==> src/rtl/accum_pkg.sv <==
`default_nettype none
// ============================================================================
//  Module      : accum_pkg
//  Description : Shared types for the accumulator datapath: the amount type
//                used on the accumulator amt/sum path and the state encoding
//                of the amount feeder.
//  Revision    : 1.0  initial release
// ============================================================================
package accum_pkg;

  localparam int AMT_WIDTH = 32;

  typedef logic [AMT_WIDTH-1:0] amt_t;

  typedef enum logic [1:0] {
    IDLE  = 2'd0,
    RUN   = 2'd1,
    FLUSH = 2'd2
  } feeder_state_e;

endpackage : accum_pkg
`default_nettype wire

==> src/rtl/accum_amt_feeder_fifo.sv <==
`default_nettype none
// ============================================================================
//  Module      : amt_fifo
//  Description : Synchronous FIFO holding buffered amounts. Registered read
//                and write pointers, registered occupancy count, and a
//                synchronous clear that empties the FIFO in one cycle.
//  Ports       : clk, reset   - clock / synchronous active-high reset
//                clear        - empty the FIFO (wins over push/pop)
//                push, din    - write din at the tail (ignored when full)
//                pop          - drop the head entry (ignored when empty)
//                head         - current head entry (valid when !empty)
//                count        - occupancy 0..DEPTH
//                full, empty  - occupancy flags derived from count
//  Revision    : 1.0  initial release
// ============================================================================
module amt_fifo
  import accum_pkg::*;
#(
  parameter int WIDTH = 32,
  parameter int DEPTH = 8
) (
  input  logic                       clk,
  input  logic                       reset,
  input  logic                       clear,
  input  logic                       push,
  input  logic                       pop,
  input  logic [WIDTH-1:0]           din,
  output logic [WIDTH-1:0]           head,
  output logic [$clog2(DEPTH+1)-1:0] count,
  output logic                       full,
  output logic                       empty
);

  localparam int PW = $clog2(DEPTH);
  localparam int CW = $clog2(DEPTH+1);
  localparam logic [CW-1:0] C_FULL = CW'(DEPTH);

  logic [WIDTH-1:0] mem [DEPTH];
  logic [PW-1:0]    wr_ptr;
  logic [PW-1:0]    rd_ptr;
  logic             do_push;
  logic             do_pop;

  assign full    = (count == C_FULL);
  assign empty   = (count == '0);
  assign do_push = push && !full;
  assign do_pop  = pop && !empty;
  assign head    = mem[rd_ptr];

  // Storage has no reset: contents are only observable through count.
  always_ff @(posedge clk) begin
    if (do_push && !clear) begin
      mem[wr_ptr] <= din;
    end
  end

  // DEPTH is a power of two, so the pointers wrap by plain overflow.
  always_ff @(posedge clk) begin
    if (reset || clear) begin
      wr_ptr <= '0;
      rd_ptr <= '0;
      count  <= '0;
    end else begin
      if (do_push) begin
        wr_ptr <= wr_ptr + PW'(1);
      end
      if (do_pop) begin
        rd_ptr <= rd_ptr + PW'(1);
      end
      case ({do_push, do_pop})
        2'b10:   count <= count + CW'(1);
        2'b01:   count <= count - CW'(1);
        default: count <= count;
      endcase
    end
  end

endmodule : amt_fifo
`default_nettype wire

==> src/rtl/accum_amt_feeder.sv <==
`default_nettype none
// ============================================================================
//  Module      : accum_amt_feeder
//  Description : Upstream stage of the accumulator. Buffers a valid/ready
//                stream of amounts and releases at most one per clock onto
//                amt under start/stop/flush control. amt is 0 in every cycle
//                without a release so the accumulator may add unconditionally.
//  Config      : AMT_SAT_EN - when defined, amounts above SAT_MAX are clamped
//                before buffering and sat_hit records the first clamp.
//  Ports       : clk, reset          - clock / synchronous active-high reset
//                s_valid/s_ready/s_data - upstream amount stream
//                start, stop, flush  - control (priority flush > stop > start)
//                amt, amt_valid      - registered release to the accumulator
//                count               - FIFO occupancy
//                words_out           - total releases since reset (wraps)
//                sat_hit             - sticky clamp indicator
//  Revision    : 1.0  initial release
// ============================================================================
module accum_amt_feeder
  import accum_pkg::*;
#(
  parameter int               WIDTH   = 32,
  parameter int               DEPTH   = 8,
  parameter logic [WIDTH-1:0] SAT_MAX = 32'h0000FFFF
) (
  input  logic                       clk,
  input  logic                       reset,
  input  logic                       s_valid,
  output logic                       s_ready,
  input  logic [WIDTH-1:0]           s_data,
  input  logic                       start,
  input  logic                       stop,
  input  logic                       flush,
  output logic [WIDTH-1:0]           amt,
  output logic                       amt_valid,
  output logic [$clog2(DEPTH+1)-1:0] count,
  output logic [31:0]                words_out,
  output logic                       sat_hit
);

  feeder_state_e    state;
  feeder_state_e    state_next;

  logic             fifo_full;
  logic             fifo_empty;
  logic             fifo_clear;
  logic             push;
  logic             pop;
  logic [WIDTH-1:0] fifo_din;
  logic [WIDTH-1:0] fifo_head;

  // ---------------------------------------------------------------------------
  // Handshake and release qualification
  // ---------------------------------------------------------------------------
  assign s_ready    = !fifo_full && !flush && (state != FLUSH);
  assign push       = s_valid && s_ready;
  // Pop looks only at the registered occupancy, so an entry pushed this
  // cycle can never be released in the same cycle.
  assign pop        = (state == RUN) && !stop && !flush && !fifo_empty;
  assign fifo_clear = (state == FLUSH);

  // ---------------------------------------------------------------------------
  // Optional input clamp
  // ---------------------------------------------------------------------------
`ifdef AMT_SAT_EN
  logic clamp;

  assign clamp    = (s_data > SAT_MAX);
  assign fifo_din = clamp ? SAT_MAX : s_data;

  always_ff @(posedge clk) begin
    if (reset) begin
      sat_hit <= 1'b0;
    end else if (push && clamp) begin
      sat_hit <= 1'b1;
    end
  end
`else
  logic unused_sat_max;

  assign unused_sat_max = ^SAT_MAX;
  assign fifo_din       = s_data;
  assign sat_hit        = 1'b0;
`endif

  // ---------------------------------------------------------------------------
  // Buffer
  // ---------------------------------------------------------------------------
  amt_fifo #(
    .WIDTH (WIDTH),
    .DEPTH (DEPTH)
  ) u_fifo (
    .clk   (clk),
    .reset (reset),
    .clear (fifo_clear),
    .push  (push),
    .pop   (pop),
    .din   (fifo_din),
    .head  (fifo_head),
    .count (count),
    .full  (fifo_full),
    .empty (fifo_empty)
  );

  // ---------------------------------------------------------------------------
  // Control FSM
  // ---------------------------------------------------------------------------
  always_ff @(posedge clk) begin
    if (reset) begin
      state <= IDLE;
    end else begin
      state <= state_next;
    end
  end

  always_comb begin
    state_next = state;
    if (flush) begin
      state_next = FLUSH;
    end else begin
      case (state)
        IDLE:    if (start) state_next = RUN;
        RUN:     if (stop)  state_next = IDLE;
        FLUSH:   state_next = IDLE;
        default: state_next = IDLE;
      endcase
    end
  end

  // ---------------------------------------------------------------------------
  // Output register
  // ---------------------------------------------------------------------------
  always_ff @(posedge clk) begin
    if (reset) begin
      amt       <= '0;
      amt_valid <= 1'b0;
      words_out <= '0;
    end else if (pop) begin
      amt       <= fifo_head;
      amt_valid <= 1'b1;
      words_out <= words_out + 32'd1;
    end else begin
      amt       <= '0;
      amt_valid <= 1'b0;
    end
  end

endmodule : accum_amt_feeder
`default_nettype wire

==> config.mk <==
export PLATFORM = sky130hd
export DESIGN_NAME = accum_amt_feeder
export DESIGN_NICKNAME = d
export VERILOG_FILES = /design/src/rtl/accum_pkg.sv /design/src/rtl/accum_amt_feeder_fifo.sv /design/src/rtl/accum_amt_feeder.sv
export SDC_FILE = /design/constraint.sdc
export NUM_CORES = 1
export LEC_CHECK = 0
export CAP_MARGIN = 20
export CORE_ASPECT_RATIO = 0.8
export CORE_UTILIZATION = 55
export DETAILED_ROUTE_END_ITERATION = 7
export PLACE_DENSITY = 0.73
export SLEW_MARGIN = 10
export SYNTH_ARGS = -nofsm -noshare
export SYNTH_HDL_FRONTEND = slang
export SYNTH_SLANG_ARGS = --single-unit
==> constraint.sdc <==
create_clock -name clk -period 10 [get_ports clk]
set_clock_uncertainty 0.1 [all_clocks]
set_input_delay 1 -clock clk [delete_from_list [all_inputs] [get_ports clk]]
set_output_delay 1 -clock clk [all_outputs]
set_load 0.1 [all_outputs]
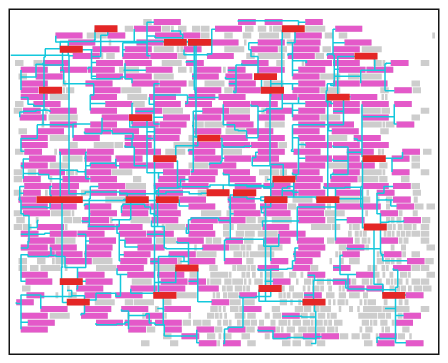
Figure 1: clock distribution.
clock-net drivers -> red  # count 31
flip-flops -> magenta  # count 333
clock wires -> cyan  # length 3400 µm
flops lie = all over the die
routed clock nets = 32
worst-skew pair later-pin latency: 0.55 ns
Clk power: 1.13 mW
Clk pwr share: 0.420

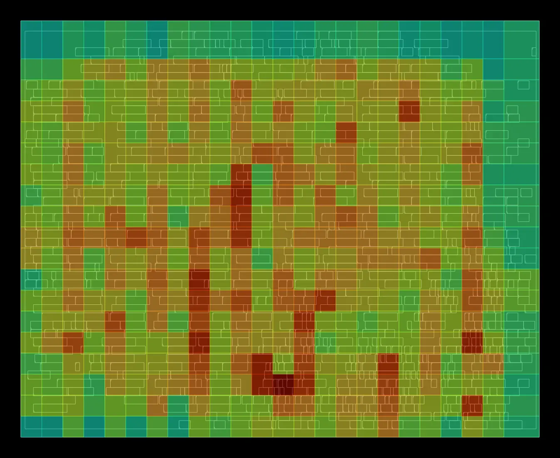
Figure 2: congestion heat map.
global routing's busiest layer: met2
Final Core Density: 0.684

==> summary.txt <==
Synth warnings -> 0
Area Growth Syn to Fin -> 20.3%
Most frequent cell after synthesis -> edfxtp_1
Yosys cell count -> 695
Max-cap violation count -> 0
Crit path DRT -> 8.90 ns
Dpl hpwl -> 13.3 mm
Layout net count -> 860
GR Util met2 -> 0.344
Vias post-DR -> 6490
Logic area -> 0.00314 mm²
DRC violations left -> 0
Top reg by flops -> u_fifo.mem
Power Density -> 180 mW/mm²
Setup TNS -> 0 ns
Non-filler cells, final -> 1140
Top layer in use -> met5
Registers, synthesis -> 333
MI comb cells -> 325
AO/OA Area Share -> 0.0132
Repair and plain buffers -> 117
Most numerous logic cells after layout -> 256 x edfxtp_1, 107 x clkdlybuf4s50_1, 74 x dfxtp_1
TritonCTS buffer count -> 31
Largest net degree at the start of global routing -> 67
Filler cells -> 1404
CTS tree -> yes
DRT Pass-1 Iters -> 4
Fin. Hold Viols -> 0
Synthesized area -> 0.0125 mm²
Hold Path Class -> reg2reg
Largest cells by area after synthesis -> edfxtp_1 62%, dfxtp_1 12%, mux4_2 12%
Max-slew violation count -> 0
Non-clock inverters -> 7
Syn avg cell area -> 17.9 µm²
First-pass GRT wire length -> 35.8 mm
Met1 WL -> 9.94 mm
Total track usage -> 0.203
Total Power -> 2.69 mW
Chip Area, Yosys -> 0.0125 mm²
Drt wl/cell -> 20.0 µm
Number of port buffers -> 107
Met1 Usage GRT -> 0.278
Synth logic family -> multiplexers
Worst-path maximum fanout -> 5
Largest regs -> u_fifo.mem x256, amt x32, words_out x32
Detailed Route Iter0 Violations -> 503
Dpl cells -> 1081
Clk_buf instances -> 39
Worst Max-Slew Pin Slew -> 1.08 ns
Share of post-route cells with drive strength above 1 -> 0.171
Crit end category -> output pin
Place WS -> 5.63 ns
Top cell category -> registers
Status -> finished clean
Met3 Use GR -> 0.0318
Rows -> 48
Register area -> 0.00924 mm²
Root Driver -> clkbuf_16
EDFF count, synth -> 256
Nets at Floorplan -> 740
Clock transition at path regs -> 0.06 ns
Top-area cell share -> 0.617
Critical path class -> in2out
Synth area leader -> edfxtp_1
Antenna Nets Post-Route -> 0
Met2 routed WL -> 11.2 mm
Multi-input combinational area share -> 0.210
Max FFs per register -> 256
Critical path arrival -> 3.21 ns
Top cells by instance count after synthesis -> 256 x edfxtp_1, 77 x dfxtp_1, 75 x nor2_1
CTS Hold Buffers Added -> 0
Flop Count -> 333
RSZ-0062 raised after global routing -> no
Max transition margin -> 0.278
WHS -> 0.346 ns
Initial antenna violation count -> 1
Final setup violating endpoints -> 0
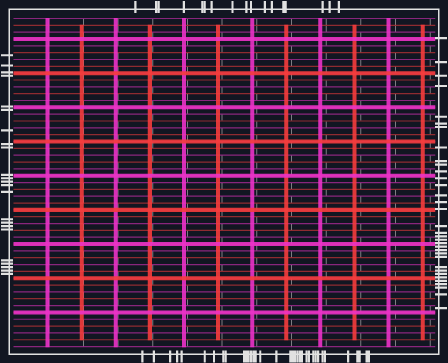
Figure 3: supply network.
Pins as bars on the die edge. Tap cells in gray.
VDD -> red
VSS -> magenta
met1 rails = 49
signal pins = 109
met4 straps = 12
rows = 48
met5 straps = 9
Die Y: 137 µm
core area: 0.0219 mm²
maximum VDD drop: 0.000185 V
DIE WIDTH: 170 µm

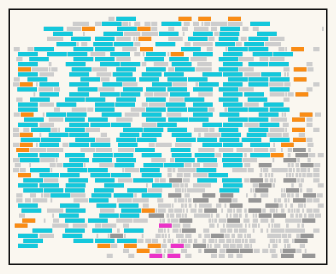
Figure 4: sequential cells grouped by signal name.
u_fifo.count -> magenta  # sequential cells 4, where bottom center
u_fifo.mem -> cyan  # sequential cells 256
amt -> orange  # sequential cells 32, where all over the die
not colored = 41

critical path: stages:
cell	delay, ns
clkdlybuf4s50_1	0.46
a211oi_1	0.49
clkdlybuf4s50_1	1.25
final timing paths:
path / from / end / slack (ns) / cells past startpoint
worst max register to register: state[1] / u_fifo.count[3] / 6.75 / 9
worst min-delay path: state[1] / state[0] / 0.35 / 1
worst min register to register: state[1] / state[0] / 0.35 / 1
worst max-delay path: flush / s_ready / 5.69 / 3
power by group:
group | switching [mW] | internal (mW) | total (mW)
logic | 0.0381 | 0.0249 | 0.0630
clock network | 0.488 | 0.643 | 1.13
registers | 0.00316 | 1.50 | 1.50
Power figures rest on the tool's default switching activity, not on a simulated workload.
